### Routed clock nets over the placement

Bar = 50 um.
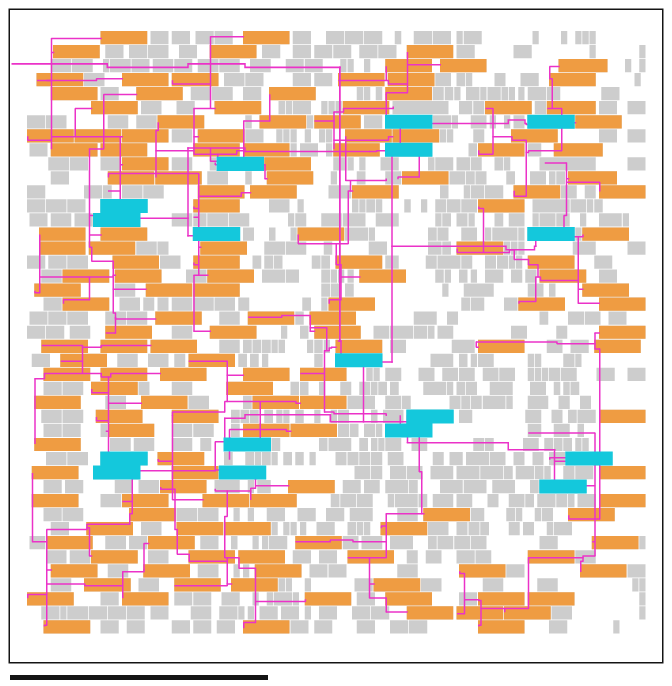
### Placed standard cells

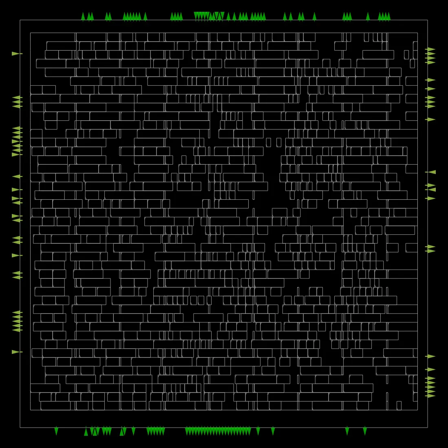
File: config.mk
export PLATFORM = sky130hd
export DESIGN_NAME = w5300_rx_fetch
export DESIGN_NICKNAME = d
export VERILOG_FILES = /design/src/rtl/w5300_rx_fetch.sv
export SDC_FILE = /design/constraint.sdc
export NUM_CORES = 1
export LEC_CHECK = 0
export ABC_AREA = 0
export ABC_CLOCK_PERIOD_IN_PS = 7300
export CAP_MARGIN = 10
export CORE_MARGIN = 3
export CORE_UTILIZATION = 53
export DETAILED_ROUTE_END_ITERATION = 6
export HOLD_SLACK_MARGIN = 0.02
export MAX_ROUTING_LAYER = met4
export PLACE_DENSITY_LB_ADDON = 0.1
export SYNTH_ARGS = -nofsm -noshare
export SYNTH_HDL_FRONTEND = slang
export SYNTH_SLANG_ARGS = --single-unit
export TNS_END_PERCENT = 100
File: constraint.sdc
create_clock -name clk -period 7.3 [get_ports clk]
set_input_delay 1.46 -clock clk [delete_from_list [all_inputs] [get_ports clk]]
set_output_delay 1.46 -clock clk [all_outputs]
set_load 0.05 [all_outputs]
File: src/rtl/w5300_rx_fetch.sv
// ---------------------------------------------------------------------------
// w5300_rx_fetch
//
// Receive-path engine for the W5300 host bus. On a start pulse it requests
// the shared bus, reads the socket's received-size register, and if data is
// pending drains one UDP packet (4-word header + payload) from the socket RX
// FIFO into the RX buffer RAM. A RECV command is always written to Sn_CR at
// the end so the socket buffer is freed, then the bus is released.
//
// Ports:
//   clk, rst          system clock, asynchronous active-high reset
//   start             single-cycle request, ignored while busy
//   bus_req, bus_gnt  handshake with the bus arbiter
//   addr              W5300 direct address (holds its last value when idle)
//   data_in           bus read data (big-endian: [15:8] is the earlier byte)
//   data_out, data_oe bus write data and its tri-state enable
//   cs_n, rd_n, we_n  W5300 strobes, active low, registered (glitch-free)
//   rx_wren           RAM write strobe, one pulse per stored payload word
//   rx_buffer_addr    RAM word address
//   rx_data           RAM write data
//   src_ip, src_port  sender address from the UDP header
//   rx_size           payload length in bytes
//   done              one-cycle completion pulse
//   busy_n            low from start acceptance until done
//   err_overflow      payload exceeded RAM capacity, sticky until next start
// ---------------------------------------------------------------------------
module w5300_rx_fetch #(
  parameter int SOCKET               = 0,
  parameter int RX_BUFFER_ADDR_WIDTH = 8,
  parameter int ACCESS_CYCLES        = 7,
  parameter int RECOVER_CYCLES       = 3
) (
  input  logic                            clk,
  input  logic                            rst,
  input  logic                            start,
  output logic                            bus_req,
  input  logic                            bus_gnt,
  output logic [9:0]                      addr,
  input  logic [15:0]                     data_in,
  output logic [15:0]                     data_out,
  output logic                            data_oe,
  output logic                            cs_n,
  output logic                            rd_n,
  output logic                            we_n,
  output logic                            rx_wren,
  output logic [RX_BUFFER_ADDR_WIDTH-1:0] rx_buffer_addr,
  output logic [15:0]                     rx_data,
  output logic [31:0]                     src_ip,
  output logic [15:0]                     src_port,
  output logic [15:0]                     rx_size,
  output logic                            done,
  output logic                            busy_n,
  output logic                            err_overflow
);

  // Socket register map
  localparam logic [9:0] REG_BASE   = 10'(32'h200 + 32'h40 * SOCKET);
  localparam logic [9:0] ADDR_CR    = REG_BASE + 10'h002;
  localparam logic [9:0] ADDR_RSR_H = REG_BASE + 10'h028;
  localparam logic [9:0] ADDR_RSR_L = REG_BASE + 10'h02A;
  localparam logic [9:0] ADDR_FIFOR = REG_BASE + 10'h030;
  localparam logic [15:0] CMD_RECV  = 16'h0040;

  // Access phase counter: 0 = setup, 1..ACCESS = strobes low, rest = recovery
  localparam int CYC_W = $clog2(ACCESS_CYCLES + RECOVER_CYCLES + 1);
  localparam logic [CYC_W-1:0] CYC_LOW_END = CYC_W'(ACCESS_CYCLES);
  localparam logic [CYC_W-1:0] CYC_OE_END  = CYC_W'(ACCESS_CYCLES + 1);
  localparam logic [CYC_W-1:0] CYC_LAST    = CYC_W'(ACCESS_CYCLES + RECOVER_CYCLES);

  localparam logic [32:0] RAM_WORDS = 33'd1 << RX_BUFFER_ADDR_WIDTH;

  localparam logic [3:0] ST_IDLE    = 4'd0;
  localparam logic [3:0] ST_REQ     = 4'd1;
  localparam logic [3:0] ST_RSR_H   = 4'd2;
  localparam logic [3:0] ST_RSR_L   = 4'd3;
  localparam logic [3:0] ST_HDR     = 4'd4;
  localparam logic [3:0] ST_DATA    = 4'd5;
  localparam logic [3:0] ST_CMD     = 4'd6;
  localparam logic [3:0] ST_RELEASE = 4'd7;
  localparam logic [3:0] ST_DONE    = 4'd8;

  logic [3:0]       st, st_nx;
  logic [CYC_W-1:0] cyc, cyc_nx;
  logic [1:0]       hdr_idx, hdr_idx_nx;
  logic [15:0]      word_idx, word_idx_nx;
  logic [15:0]      rsr_hi, rsr_lo;
  logic             acc_end;
  logic             rd_sample;
  logic             strobe_low_nx;
  logic [16:0]      n_words;
  logic             last_word;

  function automatic logic is_access(input logic [3:0] s);
    return (s == ST_RSR_H) || (s == ST_RSR_L) || (s == ST_HDR) ||
           (s == ST_DATA)  || (s == ST_CMD);
  endfunction

  function automatic logic is_read(input logic [3:0] s);
    return (s == ST_RSR_H) || (s == ST_RSR_L) || (s == ST_HDR) || (s == ST_DATA);
  endfunction

  function automatic logic [9:0] addr_of(input logic [3:0] s, input logic [9:0] cur);
    case (s)
      ST_RSR_H:        return ADDR_RSR_H;
      ST_RSR_L:        return ADDR_RSR_L;
      ST_HDR, ST_DATA: return ADDR_FIFOR;
      ST_CMD:          return ADDR_CR;
      default:         return cur;
    endcase
  endfunction

  // Payload word count, computed in 17 bits so 0xFFFF bytes does not wrap
  assign n_words   = ({1'b0, rx_size} + 17'd1) >> 1;
  assign last_word = ({1'b0, word_idx} + 17'd1) >= n_words;
  assign acc_end   = is_access(st) && (cyc == CYC_LAST);
  // Read data is captured on the edge that ends the last low cycle
  assign rd_sample = is_read(st) && (cyc == CYC_LOW_END);

  always_comb begin
    st_nx       = st;
    cyc_nx      = '0;
    hdr_idx_nx  = hdr_idx;
    word_idx_nx = word_idx;
    if (is_access(st)) begin
      cyc_nx = acc_end ? '0 : cyc + CYC_W'(1);
    end
    case (st)
      ST_IDLE:    if (start) st_nx = ST_REQ;
      ST_REQ:     if (bus_gnt) st_nx = ST_RSR_H;
      ST_RSR_H:   if (acc_end) st_nx = ST_RSR_L;
      ST_RSR_L: begin
        if (acc_end) begin
          // An empty socket still gets a RECV so the command sequence is uniform
          if ({rsr_hi, rsr_lo} == 32'd0) begin
            st_nx = ST_CMD;
          end else begin
            st_nx      = ST_HDR;
            hdr_idx_nx = 2'd0;
          end
        end
      end
      ST_HDR: begin
        if (acc_end) begin
          if (hdr_idx == 2'd3) begin
            word_idx_nx = 16'd0;
            st_nx       = (rx_size == 16'd0) ? ST_CMD : ST_DATA;
          end else begin
            hdr_idx_nx = hdr_idx + 2'd1;
          end
        end
      end
      ST_DATA: begin
        if (acc_end) begin
          if (last_word) st_nx = ST_CMD;
          else           word_idx_nx = word_idx + 16'd1;
        end
      end
      ST_CMD:     if (acc_end) st_nx = ST_RELEASE;
      ST_RELEASE: st_nx = ST_DONE;
      ST_DONE:    st_nx = ST_IDLE;
      default:    st_nx = ST_IDLE;
    endcase
  end

  assign strobe_low_nx = is_access(st_nx) && (cyc_nx != '0) && (cyc_nx <= CYC_LOW_END);

  // Control and bus outputs are registered from the next-state decode so the
  // strobes change only on clock edges.
  always_ff @(posedge clk or posedge rst) begin
    if (rst) begin
      st             <= ST_IDLE;
      cyc            <= '0;
      hdr_idx        <= 2'd0;
      word_idx       <= 16'd0;
      rsr_hi         <= 16'd0;
      rsr_lo         <= 16'd0;
      bus_req        <= 1'b0;
      cs_n           <= 1'b1;
      rd_n           <= 1'b1;
      we_n           <= 1'b1;
      data_oe        <= 1'b0;
      addr           <= 10'd0;
      data_out       <= 16'd0;
      rx_wren        <= 1'b0;
      rx_buffer_addr <= '0;
      rx_data        <= 16'd0;
      src_ip         <= 32'd0;
      src_port       <= 16'd0;
      rx_size        <= 16'd0;
      done           <= 1'b0;
      busy_n         <= 1'b1;
      err_overflow   <= 1'b0;
    end else begin
      st       <= st_nx;
      cyc      <= cyc_nx;
      hdr_idx  <= hdr_idx_nx;
      word_idx <= word_idx_nx;

      bus_req <= (st_nx != ST_IDLE) && (st_nx != ST_RELEASE) && (st_nx != ST_DONE);
      busy_n  <= (st_nx == ST_IDLE);
      done    <= (st_nx == ST_DONE);

      cs_n    <= ~strobe_low_nx;
      rd_n    <= ~(strobe_low_nx && is_read(st_nx));
      we_n    <= ~(strobe_low_nx && (st_nx == ST_CMD));
      // Write data is driven from setup through the first recovery cycle
      data_oe <= (st_nx == ST_CMD) && (cyc_nx <= CYC_OE_END);

      if (is_access(st_nx) && (cyc_nx == '0)) begin
        addr <= addr_of(st_nx, addr);
      end
      if ((st_nx == ST_CMD) && (cyc_nx == '0)) begin
        data_out <= CMD_RECV;
      end

      if ((st == ST_IDLE) && start) begin
        err_overflow <= 1'b0;
      end

      rx_wren <= 1'b0;
      if (rd_sample) begin
        case (st)
          ST_RSR_H: rsr_hi <= data_in;
          ST_RSR_L: rsr_lo <= data_in;
          ST_HDR: begin
            case (hdr_idx)
              2'd0:    src_ip[31:16] <= data_in;
              2'd1:    src_ip[15:0]  <= data_in;
              2'd2:    src_port      <= data_in;
              default: rx_size       <= data_in;
            endcase
          end
          ST_DATA: begin
            // Words past RAM capacity are still read to drain the FIFO
            if ({17'd0, word_idx} < RAM_WORDS) begin
              rx_wren        <= 1'b1;
              rx_buffer_addr <= RX_BUFFER_ADDR_WIDTH'(word_idx);
              rx_data        <= data_in;
            end else begin
              err_overflow <= 1'b1;
            end
          end
          default: ;
        endcase
      end

      if ((st == ST_RSR_L) && acc_end && ({rsr_hi, rsr_lo} == 32'd0)) begin
        rx_size <= 16'd0;
      end
    end
  end

endmodule

==> qor.csv <==
metric,value,unit
status,finished clean,
drt pass-1 iters,5,
WL met3,772,um
max-slew violations,0,
"Largest area class, layout",registers,
most common cell in the netlist,dfrtp_1,
dpl ws,3400,ps
crit path DRT,7610,ps
most frequent cells in the layout,"dfrtp_1, clkdlybuf4s50_1, mux2_2, nand2_1, nand3_1",
CTS HTree Levels,4,
# IOs,143,
Met2 Routed Length,9.49,mm
final HPWL from detailed placement,13.0,mm
synthesis area per yosys,7680,um2
initial core utilization,0.547,
Syn. warnings,0,
Tcrit/Tclk final,0.537,
Storage cell area,4030,um2
GRT Max-Usage Layer,met2,
routed vias,5692,
die area,16000,um2
logic area,3390,um2
post-CTS setup buffers,0,
port buffer count,122,
Top non-seq family,simple AND/OR/NAND/NOR gates,
CTS buffer count,17,
M2 GR Usage,0.402,
Final ANT Viol Nets,0,
Synth Area per Inst,11.2,um2
## Picture notes: 'Routed clock nets over the placement'
- flip-flops: orange (count 161)
- clock wires: magenta (length 1,900 um)
- clock-net drivers: cyan (count 17)
- routed clock nets: 18
- flops lie: spread over the die
clk pwr: 875 uW
Clock power frac: 0.445
clk latency late pin: 420 ps
Layout Skew: 7.84 ps

## Picture notes: 'Placed standard cells'
Util after Layout: 0.680
# fillers: 1,057
Seq cells: 161

critical path, cell delays in order, from the launching register on:
cell	delay (ps)
dfrtp_1	440
ha_1	250
and3_2	240
nand3_2	150
nor2_1	190
nand3_1	170
nor2_1	160
xor2_1	110
ha_1	310
nand4_1	100
nor2_1	90
o21ai_0	80
a31oi_1	490
o2bb2ai_1	150
nand2b_1	480
mux2_2	400
final timing paths:
kind / endpoint / from / cells past startpoint
max: word_idx[1]$_DFFE_PP0P_ / word_idx[0]$_DFFE_PP0P_ / 15
min: rx_data[15]$_DFFE_PP0P_ / rx_data[15]$_DFFE_PP0P_ / 2
max reg2reg: word_idx[1]$_DFFE_PP0P_ / word_idx[0]$_DFFE_PP0P_ / 15
min reg2reg: rx_data[15]$_DFFE_PP0P_ / rx_data[15]$_DFFE_PP0P_ / 2
max in group asynchronous: word_idx[9]$_DFFE_PP0P_ / rst / 3
min in group asynchronous: src_ip[11]$_DFFE_PP0P_ / rst / 2
registers in the layout (all words and copies together), names as in the netlist, 2 cells and up:
name and cells:
rx_data 16, rx_size 16, cyc 4, hdr_idx 2, src_port 16, word_idx 16, st 4, rx_buffer_addr 8
src_ip 32, rsr_hi 16, addr 5, rsr_lo 16
power by group:
group          leakage [uW]  internal, uW  switching, uW
clock              0.000275           515            361
combinational       0.00222          49.8            116
sequential          0.00184           915           12.5
total               0.00434          1480            489
through the flow:
stage                     instances  cell area, um2
after floorplan                 707            7750
after global placement          964            8970
after detailed placement        964            8970
after CTS                       995            9550
after global routing            995            9550
final                           995            9550
cells by family (layout without fill, tap and decap cells):
group                      after synthesis  after routing
AOI/OAI and AO/OA                       73             73
xor gates and xnor gates                29             29
adders and majority gates               25             25
buffers and inverters                   66            174
DFF                                    161            161
muxes                                   91             91
other                                    1             20
and+or+nand+nor                        242            242
Power is estimated from default activity; no workload was simulated.
